[src/rtl/seg7_pkg.sv]
// Shared glyph constants (active-high, bit6..bit0 = g..a) and capture FSM state type.
package seg7_pkg;
    localparam logic [6:0] SEG_0     = 7'h3F;
    localparam logic [6:0] SEG_1     = 7'h06;
    localparam logic [6:0] SEG_2     = 7'h5B;
    localparam logic [6:0] SEG_3     = 7'h4F;
    localparam logic [6:0] SEG_4     = 7'h66;
    localparam logic [6:0] SEG_5     = 7'h6D;
    localparam logic [6:0] SEG_6     = 7'h7D;
    localparam logic [6:0] SEG_7     = 7'h07;
    localparam logic [6:0] SEG_8     = 7'h7F;
    localparam logic [6:0] SEG_9     = 7'h6F;
    localparam logic [6:0] SEG_A     = 7'h77;
    localparam logic [6:0] SEG_B     = 7'h7C;
    localparam logic [6:0] SEG_C     = 7'h39;
    localparam logic [6:0] SEG_D     = 7'h5E;
    localparam logic [6:0] SEG_E     = 7'h79;
    localparam logic [6:0] SEG_F     = 7'h71;
    localparam logic [6:0] SEG_BLANK = 7'h00;

    typedef enum logic {SETTLE, STABLE} capture_state_t;
endpackage

[src/rtl/sevenseg_capture_if.sv]
// Decoded-frame bus with valid/ack handshake between the capture block and its consumer.
interface sevenseg_capture_if;
    logic [3:0] BCD0, BCD1, BCD2, BCD3, BCD4, BCD5, BCD6, BCD7;
    logic [7:0] blank;
    logic [7:0] bad;
    logic       frame_valid;
    logic       frame_ack;
    logic       overrun;

    modport master (
        output BCD0, BCD1, BCD2, BCD3, BCD4, BCD5, BCD6, BCD7,
        output blank, bad, frame_valid, overrun,
        input  frame_ack
    );
    modport slave (
        input  BCD0, BCD1, BCD2, BCD3, BCD4, BCD5, BCD6, BCD7,
        input  blank, bad, frame_valid, overrun,
        output frame_ack
    );
endinterface

[src/rtl/seg7_digit_decode.sv]
// Combinational decode of one active-low seven-segment digit into BCD/blank/bad.
// SEVENSEG_CAPTURE_HEX_EN additionally accepts the A..F letter glyphs as 10..15.
module seg7_digit_decode
    import seg7_pkg::*;
(
    input  logic [6:0] seg_n,
    output logic [3:0] bcd,
    output logic       blank,
    output logic       bad
);
    logic [6:0] pat;

    always_comb begin
        pat   = ~seg_n;
        bcd   = 4'h0;
        blank = 1'b0;
        bad   = 1'b0;
        case (pat)
            SEG_BLANK: blank = 1'b1;
            SEG_0:     bcd = 4'd0;
            SEG_1:     bcd = 4'd1;
            SEG_2:     bcd = 4'd2;
            SEG_3:     bcd = 4'd3;
            SEG_4:     bcd = 4'd4;
            SEG_5:     bcd = 4'd5;
            SEG_6:     bcd = 4'd6;
            SEG_7:     bcd = 4'd7;
            SEG_8:     bcd = 4'd8;
            SEG_9:     bcd = 4'd9;
`ifdef SEVENSEG_CAPTURE_HEX_EN
            SEG_A:     bcd = 4'd10;
            SEG_B:     bcd = 4'd11;
            SEG_C:     bcd = 4'd12;
            SEG_D:     bcd = 4'd13;
            SEG_E:     bcd = 4'd14;
            SEG_F:     bcd = 4'd15;
`endif
            default: begin
                bad = 1'b1;
                bcd = 4'hF;
            end
        endcase
    end
endmodule

[src/rtl/sevenseg_capture.sv]
// Synchronises and debounces eight HEX segment buses and delivers decoded frames
// over a valid/ack handshake. Letter decode is enabled by SEVENSEG_CAPTURE_HEX_EN.
module sevenseg_capture
    import seg7_pkg::*;
#(
    parameter int SYNC_STAGES   = 2,
    parameter int STABLE_CYCLES = 4
) (
    input  logic       clock,
    input  logic       reset_L,
    input  logic [6:0] HEX0,
    input  logic [6:0] HEX1,
    input  logic [6:0] HEX2,
    input  logic [6:0] HEX3,
    input  logic [6:0] HEX4,
    input  logic [6:0] HEX5,
    input  logic [6:0] HEX6,
    input  logic [6:0] HEX7,
    sevenseg_capture_if.master bus
);
    localparam int CNT_W = $clog2(STABLE_CYCLES + 1);
    localparam logic [CNT_W-1:0] CNT_LAST = CNT_W'(STABLE_CYCLES - 1);
    localparam logic [55:0] ALL_OFF = {8{7'h7F}};

    logic [55:0]     hex_all;
    logic [55:0]     sync_q [SYNC_STAGES];
    logic [55:0]     sync_d [SYNC_STAGES];
    logic [55:0]     s;
    logic [55:0]     s_prev_q, s_prev_d;
    logic [55:0]     deliv_q, deliv_d;
    logic [CNT_W-1:0] cnt_q, cnt_d;
    capture_state_t  state_q, state_d;
    logic            changed, commit, new_frame;

    logic [7:0][3:0] dec_bcd, bcd_q, bcd_d;
    logic [7:0]      dec_blank, blank_q, blank_d;
    logic [7:0]      dec_bad, bad_q, bad_d;
    logic            fv_q, fv_d, ovr_q, ovr_d;

    assign hex_all = {HEX7, HEX6, HEX5, HEX4, HEX3, HEX2, HEX1, HEX0};
    assign s       = sync_q[SYNC_STAGES-1];

    always_comb begin
        sync_d[0] = hex_all;
        for (int k = 1; k < SYNC_STAGES; k++) sync_d[k] = sync_q[k-1];
    end

    genvar gi;
    generate
        for (gi = 0; gi < 8; gi++) begin : g_dec
            seg7_digit_decode u_dec (
                .seg_n (s[7*gi +: 7]),
                .bcd   (dec_bcd[gi]),
                .blank (dec_blank[gi]),
                .bad   (dec_bad[gi])
            );
        end
    endgenerate

    // FSM: state register
    always_ff @(posedge clock or negedge reset_L) begin
        if (!reset_L) state_q <= SETTLE;
        else          state_q <= state_d;
    end

    // FSM: next state
    always_comb begin
        changed = (s != s_prev_q);
        commit  = (state_q == SETTLE) && !changed && (cnt_q == CNT_LAST);
        state_d = state_q;
        if (changed)     state_d = SETTLE;
        else if (commit) state_d = STABLE;
    end

    // FSM outputs and datapath next values
    always_comb begin
        s_prev_d  = s;
        cnt_d     = cnt_q;
        if (changed)                   cnt_d = '0;
        else if (state_q == SETTLE && !commit) cnt_d = cnt_q + CNT_W'(1);
        // A frame identical to the last delivered one is swallowed silently.
        new_frame = commit && (s != deliv_q);
        deliv_d   = commit ? s : deliv_q;
        bcd_d     = new_frame ? dec_bcd   : bcd_q;
        blank_d   = new_frame ? dec_blank : blank_q;
        bad_d     = new_frame ? dec_bad   : bad_q;
        fv_d      = fv_q;
        if (new_frame)                  fv_d = 1'b1;
        else if (fv_q && bus.frame_ack) fv_d = 1'b0;
        ovr_d     = ovr_q | (new_frame & fv_q & ~bus.frame_ack);
    end

    always_ff @(posedge clock or negedge reset_L) begin
        if (!reset_L) begin
            for (int k = 0; k < SYNC_STAGES; k++) sync_q[k] <= ALL_OFF;
            s_prev_q <= ALL_OFF;
            deliv_q  <= ALL_OFF;
            cnt_q    <= '0;
            bcd_q    <= '0;
            blank_q  <= 8'hFF;
            bad_q    <= 8'h00;
            fv_q     <= 1'b0;
            ovr_q    <= 1'b0;
        end else begin
            for (int k = 0; k < SYNC_STAGES; k++) sync_q[k] <= sync_d[k];
            s_prev_q <= s_prev_d;
            deliv_q  <= deliv_d;
            cnt_q    <= cnt_d;
            bcd_q    <= bcd_d;
            blank_q  <= blank_d;
            bad_q    <= bad_d;
            fv_q     <= fv_d;
            ovr_q    <= ovr_d;
        end
    end

    assign bus.BCD0        = bcd_q[0];
    assign bus.BCD1        = bcd_q[1];
    assign bus.BCD2        = bcd_q[2];
    assign bus.BCD3        = bcd_q[3];
    assign bus.BCD4        = bcd_q[4];
    assign bus.BCD5        = bcd_q[5];
    assign bus.BCD6        = bcd_q[6];
    assign bus.BCD7        = bcd_q[7];
    assign bus.blank       = blank_q;
    assign bus.bad         = bad_q;
    assign bus.frame_valid = fv_q;
    assign bus.overrun     = ovr_q;
endmodule

[src/flat_wrapper.sv]
// flat-port wrapper written by rule: the top's interface ports become plain ports
module sevenseg_capture_flat import seg7_pkg::*;
#(
    parameter int SYNC_STAGES   = 2,
    parameter int STABLE_CYCLES = 4
)
  (clock, reset_L, HEX0, HEX1, HEX2, HEX3, HEX4, HEX5, HEX6, HEX7, bus_BCD0, bus_BCD1, bus_BCD2, bus_BCD3, bus_BCD4, bus_BCD5, bus_BCD6, bus_BCD7, bus_blank, bus_bad, bus_frame_valid, bus_overrun, bus_frame_ack);
  sevenseg_capture_if bus_i ();
  input  logic clock;
  input  logic reset_L;
  input  logic [6:0] HEX0;
  input  logic [6:0] HEX1;
  input  logic [6:0] HEX2;
  input  logic [6:0] HEX3;
  input  logic [6:0] HEX4;
  input  logic [6:0] HEX5;
  input  logic [6:0] HEX6;
  input  logic [6:0] HEX7;
  output wire logic [$bits(bus_i.BCD0)-1:0] bus_BCD0;
  output wire logic [$bits(bus_i.BCD1)-1:0] bus_BCD1;
  output wire logic [$bits(bus_i.BCD2)-1:0] bus_BCD2;
  output wire logic [$bits(bus_i.BCD3)-1:0] bus_BCD3;
  output wire logic [$bits(bus_i.BCD4)-1:0] bus_BCD4;
  output wire logic [$bits(bus_i.BCD5)-1:0] bus_BCD5;
  output wire logic [$bits(bus_i.BCD6)-1:0] bus_BCD6;
  output wire logic [$bits(bus_i.BCD7)-1:0] bus_BCD7;
  output wire logic [$bits(bus_i.blank)-1:0] bus_blank;
  output wire logic [$bits(bus_i.bad)-1:0] bus_bad;
  output wire logic [$bits(bus_i.frame_valid)-1:0] bus_frame_valid;
  output wire logic [$bits(bus_i.overrun)-1:0] bus_overrun;
  input wire logic [$bits(bus_i.frame_ack)-1:0] bus_frame_ack;
  assign bus_BCD0 = bus_i.BCD0;
  assign bus_BCD1 = bus_i.BCD1;
  assign bus_BCD2 = bus_i.BCD2;
  assign bus_BCD3 = bus_i.BCD3;
  assign bus_BCD4 = bus_i.BCD4;
  assign bus_BCD5 = bus_i.BCD5;
  assign bus_BCD6 = bus_i.BCD6;
  assign bus_BCD7 = bus_i.BCD7;
  assign bus_blank = bus_i.blank;
  assign bus_bad = bus_i.bad;
  assign bus_frame_valid = bus_i.frame_valid;
  assign bus_overrun = bus_i.overrun;
  assign bus_i.frame_ack = bus_frame_ack;
  sevenseg_capture #(.SYNC_STAGES(SYNC_STAGES), .STABLE_CYCLES(STABLE_CYCLES)) u_core (.clock(clock), .reset_L(reset_L), .HEX0(HEX0), .HEX1(HEX1), .HEX2(HEX2), .HEX3(HEX3), .HEX4(HEX4), .HEX5(HEX5), .HEX6(HEX6), .HEX7(HEX7), .bus(bus_i));
endmodule
[config.mk]
export PLATFORM = sky130hd
export DESIGN_NAME = sevenseg_capture_flat
export DESIGN_NICKNAME = d
export VERILOG_FILES = /design/src/rtl/seg7_pkg.sv /design/src/rtl/sevenseg_capture_if.sv /design/src/rtl/seg7_digit_decode.sv /design/src/rtl/sevenseg_capture.sv /design/src/flat_wrapper.sv
export SDC_FILE = /design/constraint.sdc
export NUM_CORES = 1
export LEC_CHECK = 0
export CELL_PAD_IN_SITES_DETAIL_PLACEMENT = 0
export CELL_PAD_IN_SITES_GLOBAL_PLACEMENT = 2
export CORE_AREA = 10 10 223 162
export CTS_BUF_LIST = sky130_fd_sc_hd__clkbuf_8
export DETAILED_ROUTE_END_ITERATION = 12
export DIE_AREA = 0 0 233 172
export GPL_TIMING_DRIVEN = 0
export PLACE_DENSITY = 0.79
export SYNTH_ARGS = -nofsm -noshare
export SYNTH_HDL_FRONTEND = slang
export SYNTH_SLANG_ARGS = --single-unit
[constraint.sdc]
create_clock -name clock -period 2.2 [get_ports clock]
set_input_delay 0.44 -clock clock [delete_from_list [all_inputs] [get_ports clock]]
set_output_delay 0.44 -clock clock [all_outputs]
set_load 0.02 [all_outputs]
==> notes.md, run 1 <==
impl run done, here's what came out: failing checks setup timing, share of power burned in registers about half, combined flip-flop and latch cell area approximately 7200 um2, combinational gate count just over 500, worst slew slack as a fraction of its limit 56.55%, vias in the first global route about 7600, cells traversed along the worst timing path buf_6 -> xnor2_2 -> nand4_1 -> nor4_4 -> nand4_1 -> buf_4 -> buf_12 -> bufbuf_16 -> mux2_1, synthesized instance count 880, instance count along the most critical hold path 1, Worst path slowest cell dfstp_2, capture point of the worst reg-to-reg path u_core.deliv_q[39]$_DFFE_PN1P_, Site Rows 55, data arrival time of the critical path 3.17 ns, number of nets with antenna violations after detailed routing 0, count of instantiated cells in the yosys netlist 880, first-pass GRT wire length between 40 and 50 mm, post-DR vias/cell 4.899, post-route cell area ~15000 um2, maximum fanout along the worst path 6, flip-flops with a built-in enable 0, unrepaired setup endpoints after global routing yes, final critical-path setup slack -0.4552 ns, Post-route DRC 0, delay of the slowest cell on the worst path 0.56 ns, NetSw between 2 and 3 mW, clock-cell share of area approximately 6.2%, Setup violations, final 106, final hold violation count 0, placed inst area approximately 14000 um2, dominant register cell in the synthesized netlist dfstp_2, run status finished with violations
[run 1: metal layers]
layer / track usage, % / routed length (um) / vias up
li1: - / - / 3464
met1: 21.76 / 14550 / 3777
met2: 20.41 / 12390 / 198
met3: 3.897 / 1782 / 62
met4: 5.462 / 842 / 0
met5: 0 / 0 / -
[run 1: timing repair]
item	4_1_cts	5_1_grt
pin swaps	14	10
endpoints found under the hold margin	5	0
hold buffers	1	0
buffers inserted	20	6
endpoints found under the setup margin	110	110
gates cloned	7	1
gates resized	122	23
[run 1: flip-flops by register name (all words and copies together), names as in the netlist, 3 cells and up]
register / cells
u_core.bus.BCD3: 4
u_core.bus.BCD6: 4
u_core.bus.BCD7: 4
u_core.s: 56
u_core.bus.BCD1: 4
u_core.bus.BCD5: 4
u_core.cnt_q: 3
u_core.deliv_q: 56
u_core.s_prev_q: 56
u_core.bus.bad: 8
u_core.bus.BCD2: 4
u_core.bus.BCD0: 4
u_core.sync_d: 56
u_core.bus.BCD4: 4
u_core.bus.blank: 8
[run 1: power groups by stage]
stage / Clock, mW / Sequential (mW) / Combinational (mW)
after floorplan: 0 / 5.55 / 0.426
after global placement: 0 / 5.58 / 0.761
after detailed placement: 0 / 5.59 / 0.778
after CTS: 4.85 / 5.52 / 0.825
after global routing: 5.10 / 5.53 / 0.919
final: 4.67 / 5.52 / 0.839
[run 1: worst max-delay path, delay by kind of cell, from the launching register on]
kind	cells	cell delay [ns]
xor gates and xnor gates	1	0.10
buffers and inverters	4	0.77
DFF	1	0.56
muxes	1	0.31
and+or+nand+nor	3	0.86
Figure 1. Power grid (run 1).
The bar under the picture is 50 um long. Pins as bars on the die edge.
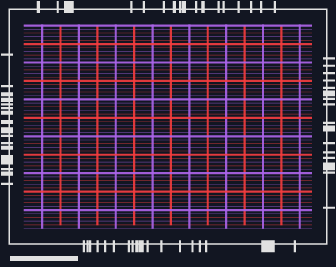
| net | colour |
|---|---|
| VSS | purple |
| VDD | red |
met5 straps: 11
met1 rails: 56
rows: 55
Max IR drop VDD: 510.1 uV
placeable core area: 31790 um2

Figure 2. Clock distribution (run 1).
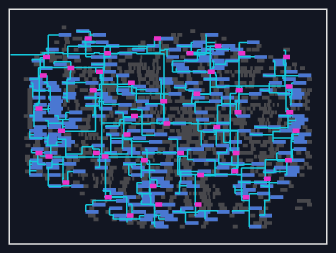
[clock wires] cyan | length: 3970 um
[flip-flops] blue | count: 278
[clock drivers] magenta | count: 45
routed clock nets: 46
flops lie: spread over the die
share of total power in the clock network: 42.4%
clock network power: 4.67 mW
largest clock skew in the final design: 0.02969 ns
clk latency late pin: 0.58 ns

Figure 3. Clock routing (run 1).
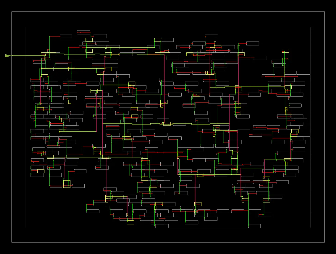
Layout clock buffers: 58
Flop Count: 278

==> run 1 -> run 2 <==
Settings changed: CORE_AREA 10 10 223 162 to 10 10 216 167, DIE_AREA 0 0 233 172 to 0 0 226 177, TNS_END_PERCENT set to 20.
Figure 4. Metal layers overlaid (run 2).
The bar under the picture is 50 um long. Two of the layers only.
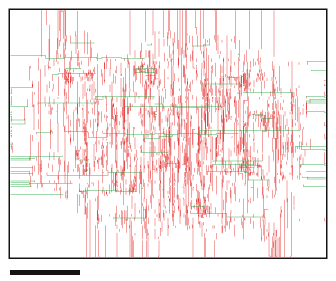
| layer | colour | wire length |
|---|---|---|
| metal 3 | green | 1620 um |
| metal 2 | red | 12200 um |
total vias in the final route: 7256
final WL: 28.51 mm

Figure 5. Clock distribution (run 2).
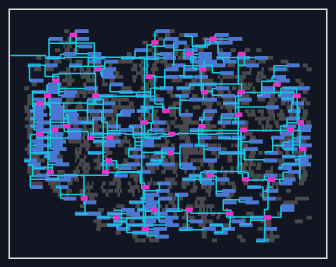
share of total power in the clock network: 41.1%
largest clock skew in the final design: 0.04131 ns
clock network power: 4.41 mW

Figure 6. Clock routing (run 2).
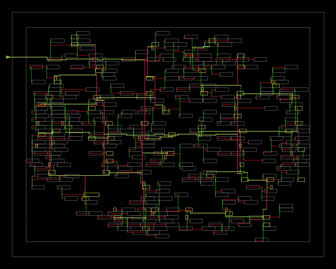
Clock Sinks: 278
Layout clock buffers: 55
number of CTS-inserted buffers: 45

==> run 2 against run 1 <==
Area after synthesis unchanged; the flow still finishes with violations (setup timing); register-to-register slack got worse by 0.04 ns; critical endpoint is now u_core.bus.BCD4[1]$_DFFE_PN0P_; flip-flop count unchanged; largest cell class unchanged; critical path type unchanged; power decreased by 2.6%.
==> notes.md, run 2 <==
impl run done, here's what came out: placeable core area 31880 um2 (+0.27%), unrepaired setup endpoints after global routing yes, critical path depth in cells 9 (unchanged), Site Rows 57 (+3.6%), synthesized instance count 880 (unchanged), first-pass GRT wire length 44.73 mm (-2.3%), combined flip-flop and latch cell area 7247 um2 (unchanged), run status finished with violations, final critical-path setup slack -0.4943 ns (-0.03908 ns), final hold violation count 0 (unchanged), Setup violations, final 106 (unchanged), post-DR vias/cell 4.818 (-1.7%), cells traversed along the worst timing path buf_6 -> xnor2_2 -> nand4_1 -> nor4_4 -> nand4_1 -> a31oi_4 -> buf_6 -> buf_12 -> mux2_4, placed inst area 13510 um2 (-0.13%), dominant register cell in the synthesized netlist dfstp_2, instance count along the most critical hold path 1 (unchanged), Worst path slowest cell dfstp_2, post-route cell area 14970 um2 (-3.0%), clk latency late pin 0.58 ns (about the same), Post-route DRC 0 (unchanged), number of nets with antenna violations after detailed routing 0 (unchanged), CP top delay family simple AND/OR/NAND/NOR gates, count of instantiated cells in the yosys netlist 880 (unchanged), Max IR drop VDD 503.6 uV (-1.3%), failing checks setup timing
==> run 2: kinds of logic (layout without fill, tap and decap cells) <==
| logic type | after synthesis | after routing |
|---|---|---|
| XOR/XNOR | 122 | 122 |
| multiplexers | 106 | 106 |
| AND/OR/NAND/NOR | 206 | 206 |
| buffers and inverters | 87 | 298 |
| adder cells (fa/ha/maj) | 2 | 2 |
| flip-flops | 278 | 278 |
| other | 0 | 2 |
| AND-OR/OR-AND | 79 | 79 |
==> run 2: stage by stage <==
stage          setup slack (ns)  setup TNS [ns]
6_report                -0.4943          -39.79
5_1_grt                 -0.5522          -45.89
4_1_cts                 -0.4494          -36.35
3_5_place_dp            -0.6795          -58.24
3_3_place_gp             -10.86        -2245.70
2_1_floorplan          -0.05312          -1.434
==> run 2: per-layer routing <==
layer	up-vias	track usage, %	share of wire [%]
li1	3453	-	-
met5	-	0	0
met4	0	4.100	1.5
met2	166	20.48	43
met1	3602	21.19	50
met3	35	3.825	5.7
==> run 2: report_power, final <==
part / switching [mW] / internal (mW) / total (mW)
logic: 0.445 / 0.373 / 0.818
registers: 0.106 / 5.41 / 5.51
clock network: 2.04 / 2.37 / 4.41
==> run 2: layout make-up <==
| type | instances | share of cell area, % |
|---|---|---|
| clock buffers | 55 | 5.056 |
| multi-input cells | 515 | 28.55 |
| well taps | 413 | 3.452 |
| clock inverters | 26 | 0.9193 |
| flip-flops and latches | 278 | 48.41 |
| inverters | 19 | 0.4764 |
| diodes | 2 | 0.03343 |
| plain buffers | 68 | 3.953 |
| repair buffers | 130 | 9.152 |
==> run 2: timing repair <==
action	CTS	global route
cloned	2	1
resized	74	22
endpoints found under the hold margin	30	0
setup buffers	8	8
pin swaps	10	14
endpoints found under the setup margin	113	107
hold buffers	1	0
==> run 2 -> run 3 <==
Settings changed: CAP_MARGIN set to 10, CORE_AREA 10 10 216 167 to 2 2 208 159, DIE_AREA 0 0 226 177 to 0 0 210 161.
Figure 7. Metal layers overlaid (run 3).
The bar under the picture is 50 um long. Two of the layers only.
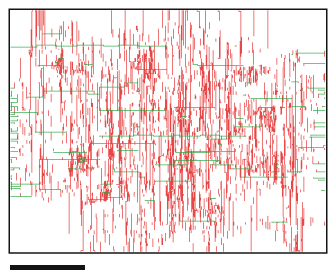
total track usage: 16.77%
total vias in the final route: 7430
average routed wire per standard cell: 18.66 um
final WL: 28.26 mm

Figure 8. Clock distribution (run 3).
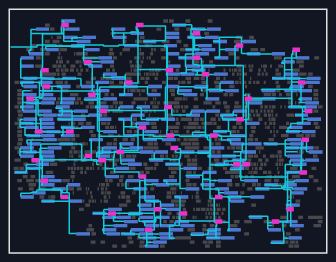
[clock drivers] magenta | count: 45
[flip-flops] blue | count: 278
[clock wires] cyan | length: 4060 um
routed clock nets: 46
clk latency late pin: 0.59 ns
clock network power: 4.77 mW
largest clock skew in the final design: 0.04407 ns
share of total power in the clock network: 42.9%

Figure 9. Placement by cell class (run 3).
Fill, decap, tap and diode cells in grey.
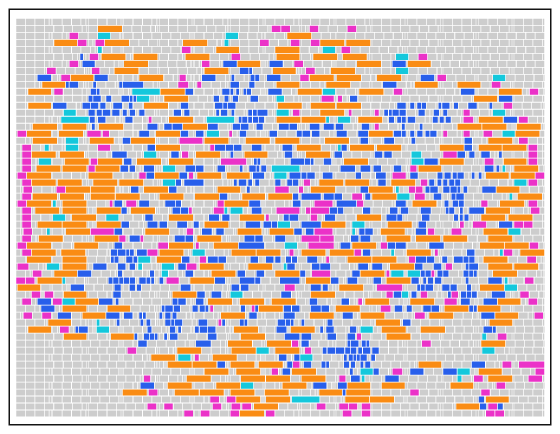
| class | colour | cells | share of their area |
|---|---|---|---|
| clock drivers and dummy loads | cyan | 80 | 6.5% |
| combinational and other logic | blue | 534 | 30% |
| remaining buffers and delay cells | magenta | 209 | 14% |
| sequential cells | orange | 278 | 50% |
Site Rows: 57
fraction of standard cell area that is sequential: 47.84%
final core utilization: 47.52%
post-route cell area: 15150 um2

==> run 3 against run 2 <==
The flow still finishes with violations (setup timing); final cell count is 0.53% higher; routed wire length down 0.88%; worst hold slack worse by 0.0047 ns; flip-flop count unchanged; synthesized cell count unchanged; clock power rose by 8.2%; sequential power barely moved; via count grew 2.4%; first-iteration DRC count rose by 6.3%; critical endpoint is now u_core.bus.BCD4[3]$_DFFE_PN0P_.
==> notes.md, run 3 <==
impl run done, here's what came out: CP top delay family simple AND/OR/NAND/NOR gates, global-route met1 utilization 26.03% (+4.8 points), met3 WL 1.333 mm (-18%), final hold violation count 0 (unchanged), run status finished with violations, dominant register cell in the synthesized netlist dfstp_2, worst setup slack after placement -0.6613 ns (+0.01827 ns), Clock Sinks 278 (unchanged), Worst path slowest cell dfstp_2, Signal buffers 209 (+5.6%), met3 Use GR 3.539% (-0.29 points), Flop Count 278 (unchanged), combinational gate count 515 (unchanged), cells traversed along the worst timing path buf_6 -> xnor2_2 -> nand4_1 -> nor4_4 -> nand4_1 -> a31oi_4 -> buf_12 -> buf_16 -> mux2_4, met2 wirelength from detailed routing 11.83 mm (-3.3%), count of instantiated cells in the yosys netlist 880 (unchanged), Layout clock buffers 49 (-11%), highest-utilization routing layer at the global route stage met1, failing checks setup timing, Max IR drop VDD 476.6 uV (-5.4%), first-pass GRT wire length 43.35 mm (-3.1%), synthesized instance count 880 (unchanged), Antenna Cells 0 (-2), Top Metal Used met4, placeable core area 31880 um2 (unchanged), final critical-path setup slack -0.4874 ns (+0.006804 ns), unrepaired setup endpoints after global routing yes, Setup violations, final 106 (unchanged), inverters 19 (unchanged)
## run 3: cell counts after synthesis
Identical to the previous run, type by type.
## run 3: what timing repair did
item	CTS	global route
pin swaps	14	15
setup buffers	13	14
gates resized	55	50
setup endpoints to repair	108	107
endpoints found under the hold margin	13	0
gates cloned	1	2
hold buffers	1	0
## run 3: final timing paths
kind                                                   from                        endpoint  slack [ns]  cells past startpoint
worst max-delay path                 u_core.s[33]$_DFF_PN1_  u_core.bus.BCD4[3]$_DFFE_PN0P_       -0.49                      9
worst min-delay path                                HEX0[6]      u_core.sync_d[6]$_DFF_PN1_        0.25                      1
worst max register to register       u_core.s[33]$_DFF_PN1_  u_core.bus.BCD4[3]$_DFFE_PN0P_       -0.49                      9
worst min register to register  u_core.sync_d[50]$_DFF_PN1_          u_core.s[50]$_DFF_PN1_        0.35                      0
max in group asynchronous                           reset_L          u_core.s[23]$_DFF_PN1_        0.40                      4
min in group asynchronous                           reset_L  u_core.bus.BCD3[1]$_DFFE_PN0P_        0.41                      2
## run 3: cells by family after synthesis
logic type | share of synthesized area, %
buf+inv | 3.311
mux | 10.08
xor+xnor | 9.182
compound gates | 4.795
flops | 62.27
fa+ha+maj | 0.2150
simple gates | 10.14
## run 3: per-stage QoR
stage                     hold WS, ns  cell area [um2]  TNS (ns)
after global placement         0.3469            13450  -2258.06
after floorplan                0.1444            11850    -1.434
final                          0.2550            15150    -38.71
after CTS                      0.2048            14840    -37.08
after detailed placement       0.3468            13510    -55.97
after global routing           0.2048            15150    -44.24
## run 3: report_power, final
group | switching (mW) | internal [mW] | leakage [nW]
combinational | 0.451 | 0.386 | 2.42
clock | 2.12 | 2.65 | 0.542
sequential | 0.109 | 5.41 | 3.07
total | 2.68 | 8.45 | 6.03
No activity file was given, so power comes from the tool's default toggle rates.
